**src/rtl/ir_cmd_pkg.sv**
```systemverilog
// rtl/ir_cmd_pkg.sv - command encodings, key map and scheduler states for ir_cmd_scheduler
package ir_cmd_pkg;

  typedef enum logic [2:0] {
    STOP = 3'd0,
    CMD1 = 3'd1,
    CMD2 = 3'd2,
    CMD3 = 3'd3,
    CMD4 = 3'd4,
    CMD5 = 3'd5
  } ir_cmd_t;

  localparam logic [7:0] KEY_1    = 8'h01;
  localparam logic [7:0] KEY_2    = 8'h02;
  localparam logic [7:0] KEY_3    = 8'h03;
  localparam logic [7:0] KEY_4    = 8'h04;
  localparam logic [7:0] KEY_5    = 8'h05;
  localparam logic [7:0] KEY_STOP = 8'h12;

  typedef struct packed {
    logic    hit;
    ir_cmd_t cmd;
  } key_map_t;

  typedef enum logic [1:0] {
    IDLE  = 2'd0,
    START = 2'd1,
    WAIT  = 2'd2
  } sched_state_t;

  function automatic key_map_t key_to_cmd(input logic [7:0] key);
    key_map_t m;
    m.hit = 1'b1;
    m.cmd = STOP;
    case (key)
      KEY_1:    m.cmd = CMD1;
      KEY_2:    m.cmd = CMD2;
      KEY_3:    m.cmd = CMD3;
      KEY_4:    m.cmd = CMD4;
      KEY_5:    m.cmd = CMD5;
      KEY_STOP: m.cmd = STOP;
      default:  m.hit = 1'b0;
    endcase
    return m;
  endfunction

endpackage

```
**src/rtl/cmd_fifo.sv**
```systemverilog
// rtl/cmd_fifo.sv - synchronous command FIFO; a push on full is honoured only alongside a pop
module cmd_fifo #(
  parameter int DEPTH = 4,
  parameter int WIDTH = 3
) (
  input  logic                     clk,
  input  logic                     rst_n,
  input  logic                     push,
  input  logic [WIDTH-1:0]         push_data,
  input  logic                     pop,
  output logic [WIDTH-1:0]         pop_data,
  output logic                     full,
  output logic                     empty,
  output logic [$clog2(DEPTH):0]   level
);

  localparam int AW = $clog2(DEPTH);
  localparam int LW = AW + 1;

  logic [WIDTH-1:0] mem [DEPTH];
  logic [AW-1:0]    rd_ptr;
  logic [AW-1:0]    wr_ptr;
  logic             do_push;
  logic             do_pop;

  assign full     = (level == LW'(DEPTH));
  assign empty    = (level == '0);
  assign do_pop   = pop && !empty;
  assign do_push  = push && (!full || do_pop);
  assign pop_data = mem[rd_ptr];

  always_ff @(posedge clk) begin
    if (do_push) mem[wr_ptr] <= push_data;
  end

  always_ff @(posedge clk or negedge rst_n) begin
    if (!rst_n) begin
      rd_ptr <= '0;
      wr_ptr <= '0;
      level  <= '0;
    end else begin
      if (do_push) wr_ptr <= wr_ptr + 1'b1;
      if (do_pop)  rd_ptr <= rd_ptr + 1'b1;
      case ({do_push, do_pop})
        2'b10:   level <= level + 1'b1;
        2'b01:   level <= level - 1'b1;
        default: level <= level;
      endcase
    end
  end

endmodule

```
**src/rtl/ir_cmd_scheduler.sv**
```systemverilog
// rtl/ir_cmd_scheduler.sv - validates NEC frames, suppresses repeats, queues commands and hands them to the transmitter
module ir_cmd_scheduler
  import ir_cmd_pkg::*;
#(
  parameter logic [15:0] ADDR           = 16'h6B86,
  parameter int          FIFO_DEPTH     = 4,
  parameter int          HOLDOFF_CYCLES = 12_500_000,
  parameter int          TX_TIMEOUT     = 5_000_000
) (
  input  logic                          clk,
  input  logic                          rst_n,
  input  logic [31:0]                   ir_data,
  input  logic                          data_ready,
  input  logic                          resend,
  output logic                          tx_start,
  output logic [2:0]                    tx_cmd,
  input  logic                          tx_done,
  output logic [2:0]                    state_control,
  output logic                          toggle,
  output logic [$clog2(FIFO_DEPTH):0]   fifo_level,
  output logic                          overflow,
  output logic                          frame_error,
  output logic                          tx_error
);

  localparam int HW = (HOLDOFF_CYCLES > 1) ? $clog2(HOLDOFF_CYCLES) : 1;
  localparam int TW = (TX_TIMEOUT > 1) ? $clog2(TX_TIMEOUT) : 1;

  sched_state_t  state, next_state;
  key_map_t      km;
  logic          frame_ok, repeat_hit, accept;
  logic          ir_push;
  ir_cmd_t       ir_cmd_q;
  logic [7:0]    last_key;
  logic          last_vld;
  ir_cmd_t       last_cmd;
  logic [HW-1:0] holdoff_cnt;
  logic          resend_pend, resend_push;
  logic          push, pop, full, empty;
  logic [2:0]    push_data, pop_data;
  logic [TW-1:0] tmo_cnt;
  logic          tmo_expire;

  assign km         = key_to_cmd(ir_data[23:16]);
  assign frame_ok   = (ir_data[31:24] == ~ir_data[23:16]) && (ir_data[15:0] == ADDR);
  assign repeat_hit = last_vld && (ir_data[23:16] == last_key) && (holdoff_cnt != '0);
  assign accept     = data_ready && frame_ok && km.hit && !repeat_hit;

  // A pending resend yields to an IR enqueue and then uses the newest last_cmd.
  assign resend_push = resend_pend && !ir_push && last_vld;
  assign push        = ir_push || resend_push;
  assign push_data   = ir_push ? ir_cmd_q : last_cmd;

  always_ff @(posedge clk or negedge rst_n) begin
    if (!rst_n) begin
      ir_push     <= 1'b0;
      ir_cmd_q    <= STOP;
      last_key    <= '0;
      last_vld    <= 1'b0;
      last_cmd    <= STOP;
      holdoff_cnt <= '0;
      resend_pend <= 1'b0;
      frame_error <= 1'b0;
      overflow    <= 1'b0;
    end else begin
      ir_push     <= accept;
      ir_cmd_q    <= km.cmd;
      frame_error <= frame_error || (data_ready && !frame_ok);
      overflow    <= overflow || (push && full && !pop);
      if (accept) begin
        last_key    <= ir_data[23:16];
        last_vld    <= 1'b1;
        last_cmd    <= km.cmd;
        holdoff_cnt <= HW'(HOLDOFF_CYCLES - 1);
      end else if (holdoff_cnt != '0) begin
        holdoff_cnt <= holdoff_cnt - 1'b1;
      end
      if (resend)        resend_pend <= 1'b1;
      else if (!ir_push) resend_pend <= 1'b0;
    end
  end

  cmd_fifo #(.DEPTH(FIFO_DEPTH), .WIDTH(3)) u_fifo (
    .clk       (clk),
    .rst_n     (rst_n),
    .push      (push),
    .push_data (push_data),
    .pop       (pop),
    .pop_data  (pop_data),
    .full      (full),
    .empty     (empty),
    .level     (fifo_level)
  );

  assign tmo_expire = (state == WAIT) && !tx_done && (tmo_cnt == TW'(TX_TIMEOUT - 1));
  assign tx_start   = (state == START);

  always_comb begin
    next_state = state;
    pop        = 1'b0;
    case (state)
      IDLE: begin
        if (!empty) begin
          pop        = 1'b1;
          next_state = START;
        end
      end
      START:   next_state = WAIT;
      WAIT:    if (tx_done || tmo_expire) next_state = IDLE;
      default: next_state = IDLE;
    endcase
  end

  // Command outputs are captured on the pop edge so they are valid throughout START.
  always_ff @(posedge clk or negedge rst_n) begin
    if (!rst_n) begin
      state         <= IDLE;
      tx_cmd        <= '0;
      state_control <= '0;
      toggle        <= 1'b0;
      tmo_cnt       <= '0;
      tx_error      <= 1'b0;
    end else begin
      state    <= next_state;
      tx_error <= tx_error || tmo_expire;
      if (pop) begin
        tx_cmd        <= pop_data;
        state_control <= pop_data;
        toggle        <= ~toggle;
      end
      if (state == START)     tmo_cnt <= '0;
      else if (state == WAIT) tmo_cnt <= tmo_cnt + 1'b1;
    end
  end

endmodule

```
**config.mk**
```make
export PLATFORM = sky130hd
export DESIGN_NAME = ir_cmd_scheduler
export DESIGN_NICKNAME = d
export VERILOG_FILES = /design/src/rtl/ir_cmd_pkg.sv /design/src/rtl/cmd_fifo.sv /design/src/rtl/ir_cmd_scheduler.sv
export SDC_FILE = /design/constraint.sdc
export NUM_CORES = 1
export LEC_CHECK = 0
export CORE_ASPECT_RATIO = 0.75
export CORE_UTILIZATION = 45
export DETAILED_ROUTE_END_ITERATION = 8
export PLACE_DENSITY = 0.64
export SLEW_MARGIN = 20
export SYNTH_ARGS = -nofsm -noshare
export SYNTH_HDL_FRONTEND = slang
export SYNTH_SLANG_ARGS = --single-unit
```
**constraint.sdc**
```tcl
create_clock -name clk -period 2.05 [get_ports clk]
set_input_delay 0.615 -clock clk [delete_from_list [all_inputs] [get_ports clk]]
set_output_delay 0.615 -clock clk [all_outputs]
set_load 0.02 [all_outputs]
```
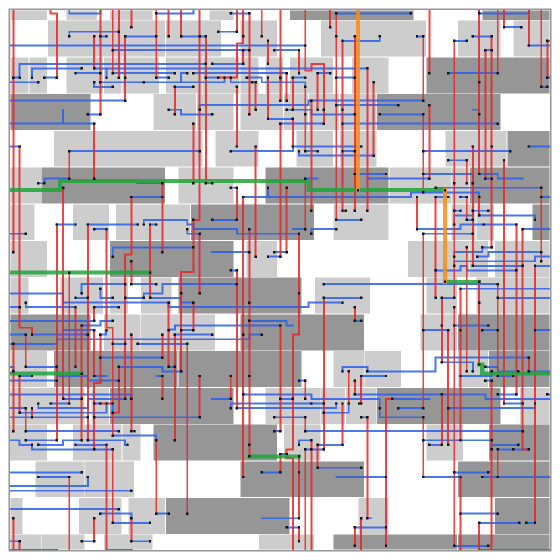
(close-up of the layout)
Window x 40 to 80, y 7 to 47 um. Cells in gray, sequential cells in the stronger gray; small squares are vias.
- met1: blue
- met2: red
- met3: green
- met4: orange
- cells with their middle in the window: 89
- most frequent: dfrtp_1 (18), buf_4 (12)
- netlist names of flops here include: holdoff_cnt (4), ir_cmd_q (3), last_cmd (3)
- sequential cells in the window: 20

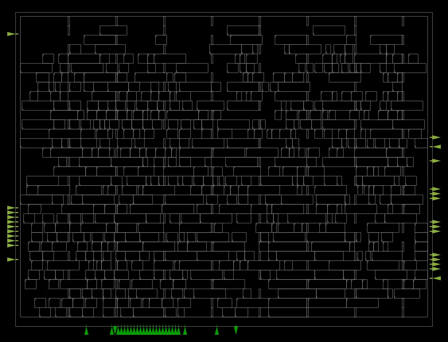
(cell outlines without signal wires)
fin cells: 722
Seq area share: 0.356
row cnt: 32

-- power breakdown --
part           switching, mW  total, mW  internal [mW]
clock network          0.726       1.68          0.952
logic                  0.284      0.586          0.302
registers             0.0619       1.97           1.91
-- flip-flops by register name (all words and copies together), names as in the netlist, 2 cells and up --
name	cells
ir_cmd_q	3
u_fifo.wr_ptr	2
state	2
last_cmd	3
state_control	3
last_key	8
tmo_cnt	23
u_fifo.mem	12
u_fifo.rd_ptr	2
holdoff_cnt	24
u_fifo.level	3
-- stage by stage --
stage / TNS, ns / cell area, um2
2_1_floorplan: -0.978 / 4810
3_3_place_gp: -21.11 / 5920
3_5_place_dp: -21.93 / 5920
4_1_cts: -1.44 / 6490
5_1_grt: -4.63 / 6640
6_report: -3.19 / 6640
-- what timing repair did --
| item | 4_1_cts | 5_1_grt |
|---|---|---|
| gates resized | 75 | 53 |
| gates cloned | 3 | 0 |
| endpoints found under the setup margin | 42 | 40 |
| setup buffers | 18 | 5 |
| pin swaps | 27 | 19 |
-- worst max path at each step --
| stage | to | slack, ns | depth (start not counted) |
|---|---|---|---|
| floorplan | last_cmd[0] | -0.10 | 7 |
| detailed placement | last_key[2] | -0.66 | 7 |
| finish | last_key[1] | -0.19 | 7 |
| CTS | last_key[1] | -0.12 | 6 |
| global route | u_fifo.level[2] | -0.24 | 11 |
| global placement | last_cmd[2] | -0.64 | 7 |
-- cells in the mapped netlist (3+ instances only) --
library cell / instances
a21o_1: 3
a21oi_1: 12
and2_1: 11
and3_1: 9
and4_1: 3
buf_2: 6
buf_4: 3
clkbuf_1: 8
dfrtp_1: 80
edfxtp_1: 12
ha_1: 10
inv_1: 22
mux2_2: 4
mux2_4: 6
mux4_2: 3
nand2_1: 42
nand2b_1: 5
nand3_1: 13
nand4_1: 15
nor2_1: 34
nor3_1: 8
nor3b_1: 4
nor4_1: 4
nor4_2: 3
nor4b_1: 6
nor4bb_1: 3
o211ai_1: 13
o21ai_0: 8
o21ai_1: 6
o22ai_1: 3
or3_1: 5
or4_1: 7
xnor2_1: 21
xor2_1: 28
-- cells by family (layout without fill, tap and decap cells) --
kind of cell    Yosys count  count (layout)  share of synthesized area
simple gates            179             179                      0.212
flops                    92              92                      0.498
compound gates           58              59                     0.0813
mux                      15              15                     0.0472
fa+ha+maj                11              11                     0.0306
buf+inv                  42             181                     0.0404
xor+xnor                 49              49                     0.0905
-- cell usage in the layout, fill, tap and decap left out, types with 12 or more instances in the layout --
| cell | count |
|---|---|
| xor2_1 | 28 |
| nor2_1 | 25 |
| edfxtp_1 | 12 |
| clkdlybuf4s50_1 | 13 |
| nand3_1 | 12 |
| nand4_1 | 15 |
| xnor2_1 | 20 |
| dlygate4sd2_1 | 23 |
| inv_1 | 19 |
| o211ai_1 | 13 |
| buf_4 | 81 |
| nand2_1 | 32 |
| dfrtp_1 | 80 |
-- layout make-up --
class | instances | area [um2] | share of cell area
inverter | 23 | 86.3 | 0.0130
sequential | 92 | 2360 | 0.356
tap | 136 | 170 | 0.0256
multi-input combinational | 313 | 2490 | 0.375
clock buffer | 9 | 225 | 0.0339
clock inverter | 7 | 71.3 | 0.0107
timing repair buffer | 142 | 1240 | 0.186
==> results.sh <==
# source this file to load flow results
export IMPL_outcome="finished with violations"
export IMPL_violations="negative setup slack"
export IMPL_clock_path_buffers=2
export IMPL_hold_viol_final=0
export IMPL_cp_start_kind="input pin"
export IMPL_timing_critical_path_from="ir_data[10]"
export IMPL_report_power_total_mw=4.23
export IMPL_ys_ff=92
export IMPL_crit_arrival_ns=2.46
export IMPL_cap_violations=0
export IMPL_setup_ws_ns=-0.190
export IMPL_grt_max_degree=81
export IMPL_core_um2=10200
export IMPL_crit_type="in2reg"
export IMPL_ys_seq_share=0.498
export IMPL_min_path_type="in2async"
export IMPL_globalplace_congestion=0.821
export IMPL_required_ns=2.27
export IMPL_rsz0062_at_grt="yes"
export IMPL_initCoreUtil=0.463
export IMPL_first_pass_iters=4
export IMPL_end_kind="flip-flop"
export IMPL_worst_r2r_setup_slack_ns=-0.13
export IMPL_leakagePower_nw=2.90
export IMPL_ys_warn_count=0
export IMPL_antenna_found_initial=0
export IMPL_drt_iter0_drc=193
export IMPL_setup_viol=36
export IMPL_routed_wire_length_per_instance_um=15.2
export IMPL_ios=51
export IMPL_wl_met2_mm=5.30
export IMPL_final_nets=629
No activity file was given, so power comes from the tool's default toggle rates.
